<file path="src/rtl/link_tx_engine_if.sv">
// Grant/go bundle into the link transmit engine and its link-side status.
// master: drives go strobes, lengths and grant info; slave: the engine.
interface link_tx_engine_if #(
  parameter int N_L   = 2,
  parameter int LEN_W = 8
);
  logic                   bool_go_H;
  logic [N_L-1:0]         bool_go_L;
  logic [LEN_W-1:0]       pkt_len_H;
  logic [N_L*LEN_W-1:0]   pkt_len_L;
  logic [1:0]             active;
  logic [3:0]             channel;
  logic                   tx_valid;
  logic [3:0]             tx_src;
  logic [LEN_W-1:0]       tx_remain;
  logic                   tx_last;
  logic                   pkt_done;
  logic [15:0]            pkt_cnt;
  logic                   err_conflict;
  logic                   err_overlap;
  logic                   err_grant;

  modport master (
    output bool_go_H, bool_go_L, pkt_len_H, pkt_len_L,
    output active, channel,
    input  tx_valid, tx_src, tx_remain, tx_last,
    input  pkt_done, pkt_cnt,
    input  err_conflict, err_overlap, err_grant
  );

  modport slave (
    input  bool_go_H, bool_go_L, pkt_len_H, pkt_len_L,
    input  active, channel,
    output tx_valid, tx_src, tx_remain, tx_last,
    output pkt_done, pkt_cnt,
    output err_conflict, err_overlap, err_grant
  );
endinterface

</file>
<file path="src/rtl/link_tx_engine.sv">
// Link transmit engine: takes the single granted go, sends len slots, then
// an IFG gap; flags go conflicts/overlaps/grant mismatches, counts packets.
// Ports: clk, rst (async active-high), bus (link_tx_engine_if.slave).
module link_tx_engine #(
  parameter int N_L   = 2,
  parameter int LEN_W = 8,
  parameter int IFG   = 1
) (
  input  logic             clk,
  input  logic             rst,
  link_tx_engine_if.slave  bus
);

  typedef enum logic [1:0] {IDLE, SEND, GAP} state_t;

  localparam logic [3:0] GAP_END = 4'(IFG - 1);

  state_t           state;
  state_t           state_n;
  logic [3:0]       src;
  logic [LEN_W-1:0] remain;
  logic [3:0]       gap_cnt;
  logic [15:0]      cnt;
  logic             e_conf;
  logic             e_ovl;
  logic             e_grant;

  logic             go_any;
  logic             go_multi;
  logic [3:0]       sel_src;
  logic [LEN_W-1:0] sel_len;
  logic             sel_bad;
  logic             start;

  // Source decode; only meaningful when exactly one go is present.
  always_comb begin
    go_any   = bus.bool_go_H | (|bus.bool_go_L);
    go_multi = $countones({bus.bool_go_L, bus.bool_go_H}) > 1;
    sel_src  = '0;
    sel_len  = bus.pkt_len_H;
    sel_bad  = bus.active != 2'b01;
    for (int i = 0; i < N_L; i++) begin
      if (bus.bool_go_L[i]) begin
        sel_src = 4'(i + 1);
        sel_len = bus.pkt_len_L[i*LEN_W +: LEN_W];
        sel_bad = (bus.active != 2'b10) || (bus.channel != 4'(i));
      end
    end
    start = (state == IDLE) && go_any && !go_multi;
  end

  always_ff @(posedge clk or posedge rst) begin
    if (rst) begin
      state   <= IDLE;
      src     <= '0;
      remain  <= '0;
      gap_cnt <= '0;
      cnt     <= '0;
      e_conf  <= 1'b0;
      e_ovl   <= 1'b0;
      e_grant <= 1'b0;
    end else begin
      state   <= state_n;
      gap_cnt <= (state == GAP) ? gap_cnt + 4'd1 : 4'd0;
      if (start) begin
        src    <= sel_src;
        remain <= (sel_len == '0) ? '0 : sel_len - LEN_W'(1);
      end else if (state == SEND && remain != '0) begin
        remain <= remain - LEN_W'(1);
      end
      // Count on GAP entry so pkt_cnt moves together with pkt_done.
      if (state_n == GAP && state != GAP)
        cnt <= cnt + 16'd1;
      if (state == IDLE && go_multi)
        e_conf <= 1'b1;
      if (state != IDLE && go_any)
        e_ovl <= 1'b1;
      if (start && sel_bad)
        e_grant <= 1'b1;
    end
  end

  always_comb begin
    state_n = state;
    unique case (state)
      IDLE: if (start) state_n = (sel_len == '0) ? GAP : SEND;
      SEND: if (remain == '0) state_n = GAP;
      GAP:  if (gap_cnt == GAP_END) state_n = IDLE;
      default: state_n = IDLE;
    endcase
  end

  always_comb begin
    bus.tx_valid     = state == SEND;
    bus.tx_remain    = (state == SEND) ? remain : '0;
    bus.tx_last      = (state == SEND) && (remain == '0);
    bus.pkt_done     = (state == GAP) && (gap_cnt == 4'd0);
    bus.tx_src       = src;
    bus.pkt_cnt      = cnt;
    bus.err_conflict = e_conf;
    bus.err_overlap  = e_ovl;
    bus.err_grant    = e_grant;
  end

endmodule

</file>
<file path="src/flat_wrapper.sv">
// flat-port wrapper written by rule: the top's interface ports become plain ports
module link_tx_engine_flat 
#(
  parameter int N_L   = 2,
  parameter int LEN_W = 8,
  parameter int IFG   = 1
)
  (clk, rst, bus_bool_go_H, bus_bool_go_L, bus_pkt_len_H, bus_pkt_len_L, bus_active, bus_channel, bus_tx_valid, bus_tx_src, bus_tx_remain, bus_tx_last, bus_pkt_done, bus_pkt_cnt, bus_err_conflict, bus_err_overlap, bus_err_grant);
  link_tx_engine_if #(.N_L(N_L), .LEN_W(LEN_W)) bus_i ();
  input  logic clk;
  input  logic rst;
  input wire logic [$bits(bus_i.bool_go_H)-1:0] bus_bool_go_H;
  input wire logic [$bits(bus_i.bool_go_L)-1:0] bus_bool_go_L;
  input wire logic [$bits(bus_i.pkt_len_H)-1:0] bus_pkt_len_H;
  input wire logic [$bits(bus_i.pkt_len_L)-1:0] bus_pkt_len_L;
  input wire logic [$bits(bus_i.active)-1:0] bus_active;
  input wire logic [$bits(bus_i.channel)-1:0] bus_channel;
  output wire logic [$bits(bus_i.tx_valid)-1:0] bus_tx_valid;
  output wire logic [$bits(bus_i.tx_src)-1:0] bus_tx_src;
  output wire logic [$bits(bus_i.tx_remain)-1:0] bus_tx_remain;
  output wire logic [$bits(bus_i.tx_last)-1:0] bus_tx_last;
  output wire logic [$bits(bus_i.pkt_done)-1:0] bus_pkt_done;
  output wire logic [$bits(bus_i.pkt_cnt)-1:0] bus_pkt_cnt;
  output wire logic [$bits(bus_i.err_conflict)-1:0] bus_err_conflict;
  output wire logic [$bits(bus_i.err_overlap)-1:0] bus_err_overlap;
  output wire logic [$bits(bus_i.err_grant)-1:0] bus_err_grant;
  assign bus_i.bool_go_H = bus_bool_go_H;
  assign bus_i.bool_go_L = bus_bool_go_L;
  assign bus_i.pkt_len_H = bus_pkt_len_H;
  assign bus_i.pkt_len_L = bus_pkt_len_L;
  assign bus_i.active = bus_active;
  assign bus_i.channel = bus_channel;
  assign bus_tx_valid = bus_i.tx_valid;
  assign bus_tx_src = bus_i.tx_src;
  assign bus_tx_remain = bus_i.tx_remain;
  assign bus_tx_last = bus_i.tx_last;
  assign bus_pkt_done = bus_i.pkt_done;
  assign bus_pkt_cnt = bus_i.pkt_cnt;
  assign bus_err_conflict = bus_i.err_conflict;
  assign bus_err_overlap = bus_i.err_overlap;
  assign bus_err_grant = bus_i.err_grant;
  link_tx_engine #(.N_L(N_L), .LEN_W(LEN_W), .IFG(IFG)) u_core (.clk(clk), .rst(rst), .bus(bus_i));
endmodule
</file>
<file path="config.mk">
export PLATFORM = sky130hd
export DESIGN_NAME = link_tx_engine_flat
export DESIGN_NICKNAME = d
export VERILOG_FILES = /design/src/rtl/link_tx_engine_if.sv /design/src/rtl/link_tx_engine.sv /design/src/flat_wrapper.sv
export SDC_FILE = /design/constraint.sdc
export NUM_CORES = 1
export LEC_CHECK = 0
export CAP_MARGIN = 20
export CORE_MARGIN = 2
export CORE_UTILIZATION = 30
export DETAILED_ROUTE_END_ITERATION = 7
export SKIP_CTS_REPAIR_TIMING = 1
export SYNTH_ARGS = -nofsm -noshare
export SYNTH_HDL_FRONTEND = slang
export SYNTH_SLANG_ARGS = --single-unit
</file>
<file path="constraint.sdc">
create_clock -name clk -period 4.5 [get_ports clk]
set_clock_uncertainty 0.15 [all_clocks]
set_input_delay 0.9 -clock clk [delete_from_list [all_inputs] [get_ports clk]]
set_output_delay 0.9 -clock clk [all_outputs]
set_load 0.1 [all_outputs]
</file>
==> flow_summary.html <==
<h3>Flow metrics</h3>
<table>
<tr><th>Metric</th><th>Value</th></tr>
<tr><th colspan="2">Layout</th></tr>
<tr><td>Storage cell area</td><td>876 sq um</td></tr>
<tr><td>Non-CTS buffers</td><td>73</td></tr>
<tr><td>Multi-input combinational cell area</td><td>1140 sq um</td></tr>
<tr><td>Diodes inserted</td><td>0</td></tr>
<tr><td>Number of standard cells in the layout, taps in and fillers out</td><td>392</td></tr>
<tr><td>Area added between synthesis and finish</td><td>39.8%</td></tr>
<tr><td>Data-path buffer share of cell area in the final layout</td><td>23.3%</td></tr>
<tr><td>Post-layout nets</td><td>336</td></tr>
<tr><td>Design Area, Final</td><td>2960 sq um</td></tr>
<tr><td>Flop count</td><td>35</td></tr>
<tr><td>Clock buf/inv share</td><td>2.75%</td></tr>
<tr><td>Dominant logic cell type in the layout</td><td>sky130_fd_sc_hd__clkdlybuf4s50_1</td></tr>
<tr><td>Top library cells by usage in the layout, fill and taps aside</td><td>57 x sky130_fd_sc_hd__clkdlybuf4s50_1, 35 x sky130_fd_sc_hd__dfrtp_1, 20 x sky130_fd_sc_hd__xnor2_1</td></tr>
<tr><td>Count of multi-input combinational gates</td><td>167</td></tr>
<tr><td>Cell type taking the most area</td><td>multi-input combinational cells</td></tr>
<tr><th colspan="2">STA</th></tr>
<tr><td>Worst Hold Slack</td><td>0.325 ns</td></tr>
<tr><td>Fin crit period</td><td>3.92 ns</td></tr>
<tr><td>RSZ-0062 raised after global routing</td><td>false</td></tr>
<tr><td>Final-layout setup total negative slack</td><td>0 ns</td></tr>
<tr><td>Share of the clock period used by the worst path after layout</td><td>87.0%</td></tr>
<tr><td>Final count of hold timing violations</td><td>0</td></tr>
<tr><th colspan="2">Logic synthesis</th></tr>
<tr><td>Proportion of synthesized flip-flops having asynchronous set or reset</td><td>100%</td></tr>
<tr><td>Most used DFF post-synth</td><td>sky130_fd_sc_hd__dfrtp_1</td></tr>
<tr><td>Post-synth tally of flip-flops with integrated enable</td><td>0</td></tr>
<tr><td>Sequential share of the synthesized area</td><td>41.3%</td></tr>
<tr><td>Most used standard cell by instance count after synthesis</td><td>sky130_fd_sc_hd__dfrtp_1</td></tr>
<tr><td>Count of distinct cell types in the synthesized netlist</td><td>42</td></tr>
<tr><td>Avg Inst Size Synth</td><td>9.54 sq um</td></tr>
<tr><td>Area of the mapped netlist</td><td>2120 sq um</td></tr>
<tr><td>Area fraction in mux cells</td><td>7.38%</td></tr>
<tr><td>Post-synthesis cell type with the largest combined area</td><td>sky130_fd_sc_hd__dfrtp_1</td></tr>
<tr><td>Fraction of the mapped netlist area in compound gates</td><td>9.69%</td></tr>
<tr><td>Yosys stat area</td><td>2120 sq um</td></tr>
<tr><td>Max-area cell share</td><td>41.3%</td></tr>
<tr><td>Post-synth regs</td><td>35</td></tr>
<tr><td>Synth Instances</td><td>222</td></tr>
<tr><th colspan="2">Placed design</th></tr>
<tr><td>Worst slack at placement</td><td>0.265 ns</td></tr>
<tr><td>Cell Area, Placed</td><td>2880 sq um</td></tr>
<tr><td>Routability Congestion</td><td>0.751</td></tr>
<tr><td>Post-DP HPWL</td><td>3.81 mm</td></tr>
<tr><th colspan="2">Power</th></tr>
<tr><td>Clock network power</td><td>0.000214 W</td></tr>
<tr><td>Net switching component of the power</td><td>0.000819 W</td></tr>
<tr><td>Sw frac</td><td>53.1%</td></tr>
<tr><td>Maximum vdd drop</td><td>0.205 mV</td></tr>
<tr><td>Power per Cell Area</td><td>521 nW/um^2</td></tr>
<tr><td>Sequential fraction of design power</td><td>28.4%</td></tr>
<tr><td>Clk network pwr share</td><td>13.9%</td></tr>
<tr><td>Pwr Total</td><td>0.00154 W</td></tr>
<tr><td>Proportion of power drawn by combinational gates</td><td>57.7%</td></tr>
<tr><th colspan="2">Clock tree</th></tr>
<tr><td>Sink Count</td><td>35</td></tr>
<tr><td>Max Root-Sink Buffers</td><td>2</td></tr>
<tr><td>CTS tree</td><td>yes</td></tr>
<tr><td>Insertion delay at the late pin of the worst-skew pair</td><td>0.28 ns</td></tr>
<tr><td>Root buffer selected by CTS</td><td>sky130_fd_sc_hd__clkbuf_8</td></tr>
<tr><th colspan="2">Detailed routing</th></tr>
<tr><td>Met1 Wirelength</td><td>2.15 mm</td></tr>
<tr><td>Mean number of vias per cell</td><td>4.64</td></tr>
<tr><td>WL met3</td><td>358 microns</td></tr>
<tr><td>Total via count after detailed routing</td><td>1817</td></tr>
<tr><td>First-pass iteration count of the detailed router</td><td>4</td></tr>
<tr><td>Topmost layer with routed signal wires</td><td>met4</td></tr>
<tr><td>Antenna Nets Post-Route</td><td>0</td></tr>
<tr><th colspan="2">Worst setup path</th></tr>
<tr><td>Longest individual stage delay on the worst path</td><td>0.54 ns</td></tr>
<tr><td>Critical register-to-register path startpoint</td><td>u_core.remain[0]$_DFFE_PP0P_</td></tr>
<tr><td>Setup crit start kind</td><td>primary input</td></tr>
<tr><td>Type of the worst setup path</td><td>in2reg</td></tr>
<tr><td>Crit path from</td><td>bus_bool_go_L[0]</td></tr>
<tr><td>Most used cell along the critical path</td><td>sky130_fd_sc_hd__mux2_2</td></tr>
<tr><td>Signal arrival time at the worst endpoint</td><td>3.93 ns</td></tr>
<tr><td>Worst path top cell family by delay</td><td>multiplexers</td></tr>
<tr><td>Worst reg2reg path depth</td><td>8</td></tr>
<tr><td>Destination of the critical timing path</td><td>u_core.bus.pkt_cnt[1]$_DFFE_PP0P_</td></tr>
<tr><td>Nature of the critical path endpoint</td><td>flip-flop</td></tr>
<tr><td>Worst Path Buf+Inv</td><td>2</td></tr>
<tr><th colspan="2">Min path</th></tr>
<tr><td>Min-Delay Startpoint</td><td>u_core.bus.err_conflict$_DFFE_PP0P_</td></tr>
<tr><td>Hold endpoint</td><td>u_core.bus.err_conflict$_DFFE_PP0P_</td></tr>
<tr><td>Classification of the worst-slack hold path</td><td>reg2reg</td></tr>
<tr><th colspan="2">Floorplan</th></tr>
<tr><td>Placement row count</td><td>30</td></tr>
<tr><td>Chip Area</td><td>7750 sq um</td></tr>
<tr><th colspan="2">Global routing</th></tr>
<tr><td>GR Util met2</td><td>22.2%</td></tr>
<tr><td>Via count of the first global-routing pass</td><td>1763</td></tr>
<tr><td>Maximum number of pins on one net before global-route repair</td><td>36</td></tr>
<tr><td>Overall track demand over capacity in global routing</td><td>13.1%</td></tr>
<tr><td>Wire length of the first global-routing pass</td><td>7.93 mm</td></tr>
<tr><td>Initial antenna violation count</td><td>0</td></tr>
<tr><td>Busiest metal layer after global routing</td><td>met2</td></tr>
<tr><th colspan="2">Job</th></tr>
<tr><td>Number of warning messages in the logs</td><td>27</td></tr>
<tr><td>Max-cap violations</td><td>0</td></tr>
<tr><th colspan="2">Run status</th></tr>
<tr><td>Outcome</td><td>completed</td></tr>
</table>
Fig. 1: pin map
Pins as bars across the die edge, other pins in grey.
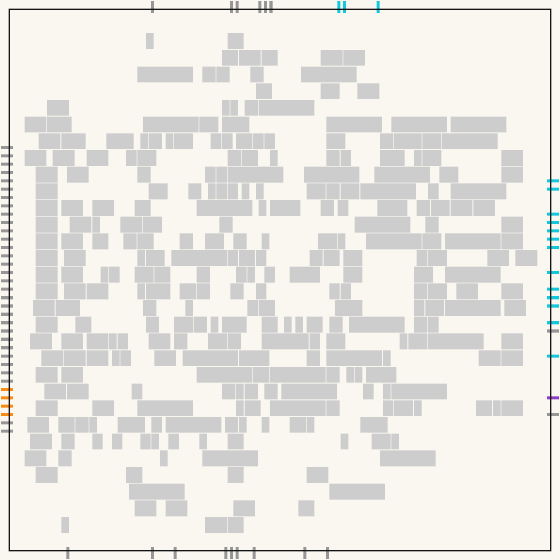
purple -> `rst`  # pins 1, direction input, edge right
cyan -> `bus_pkt_cnt`  # pins 16, direction output, edge 13 right, 3 top
orange -> `bus_channel`  # pins 4, direction input, edge left
Vert. Die Dim: 88.0 microns
count of buffers inserted at the top-level ports: 66
horizontal die dimension: 88.0 microns

Fig. 2: cell area per tile
9 x 9 tiles, from white (low) to dark blue (high), 0 to 100% covered.
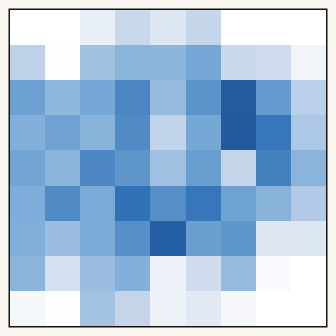
fullest tile = 83%
tiles over 75% full = 3.7%
nearly empty tiles = 12%
emptiest ninth of the die = bottom right
FP Core Util: 31.0%
core region area: 6830 sq um
Final Util: 43.4%

Fig. 3: signal wires on met3
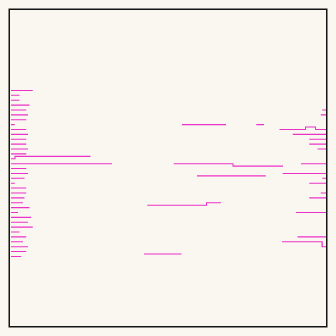
longest straight run = 27.8 microns
nets with wire on the layer = 55
GR met3 Demand/Resource: 3.86%
total wire length: 4.85 mm

Power figures rest on the tool's default switching activity, not on a simulated workload.
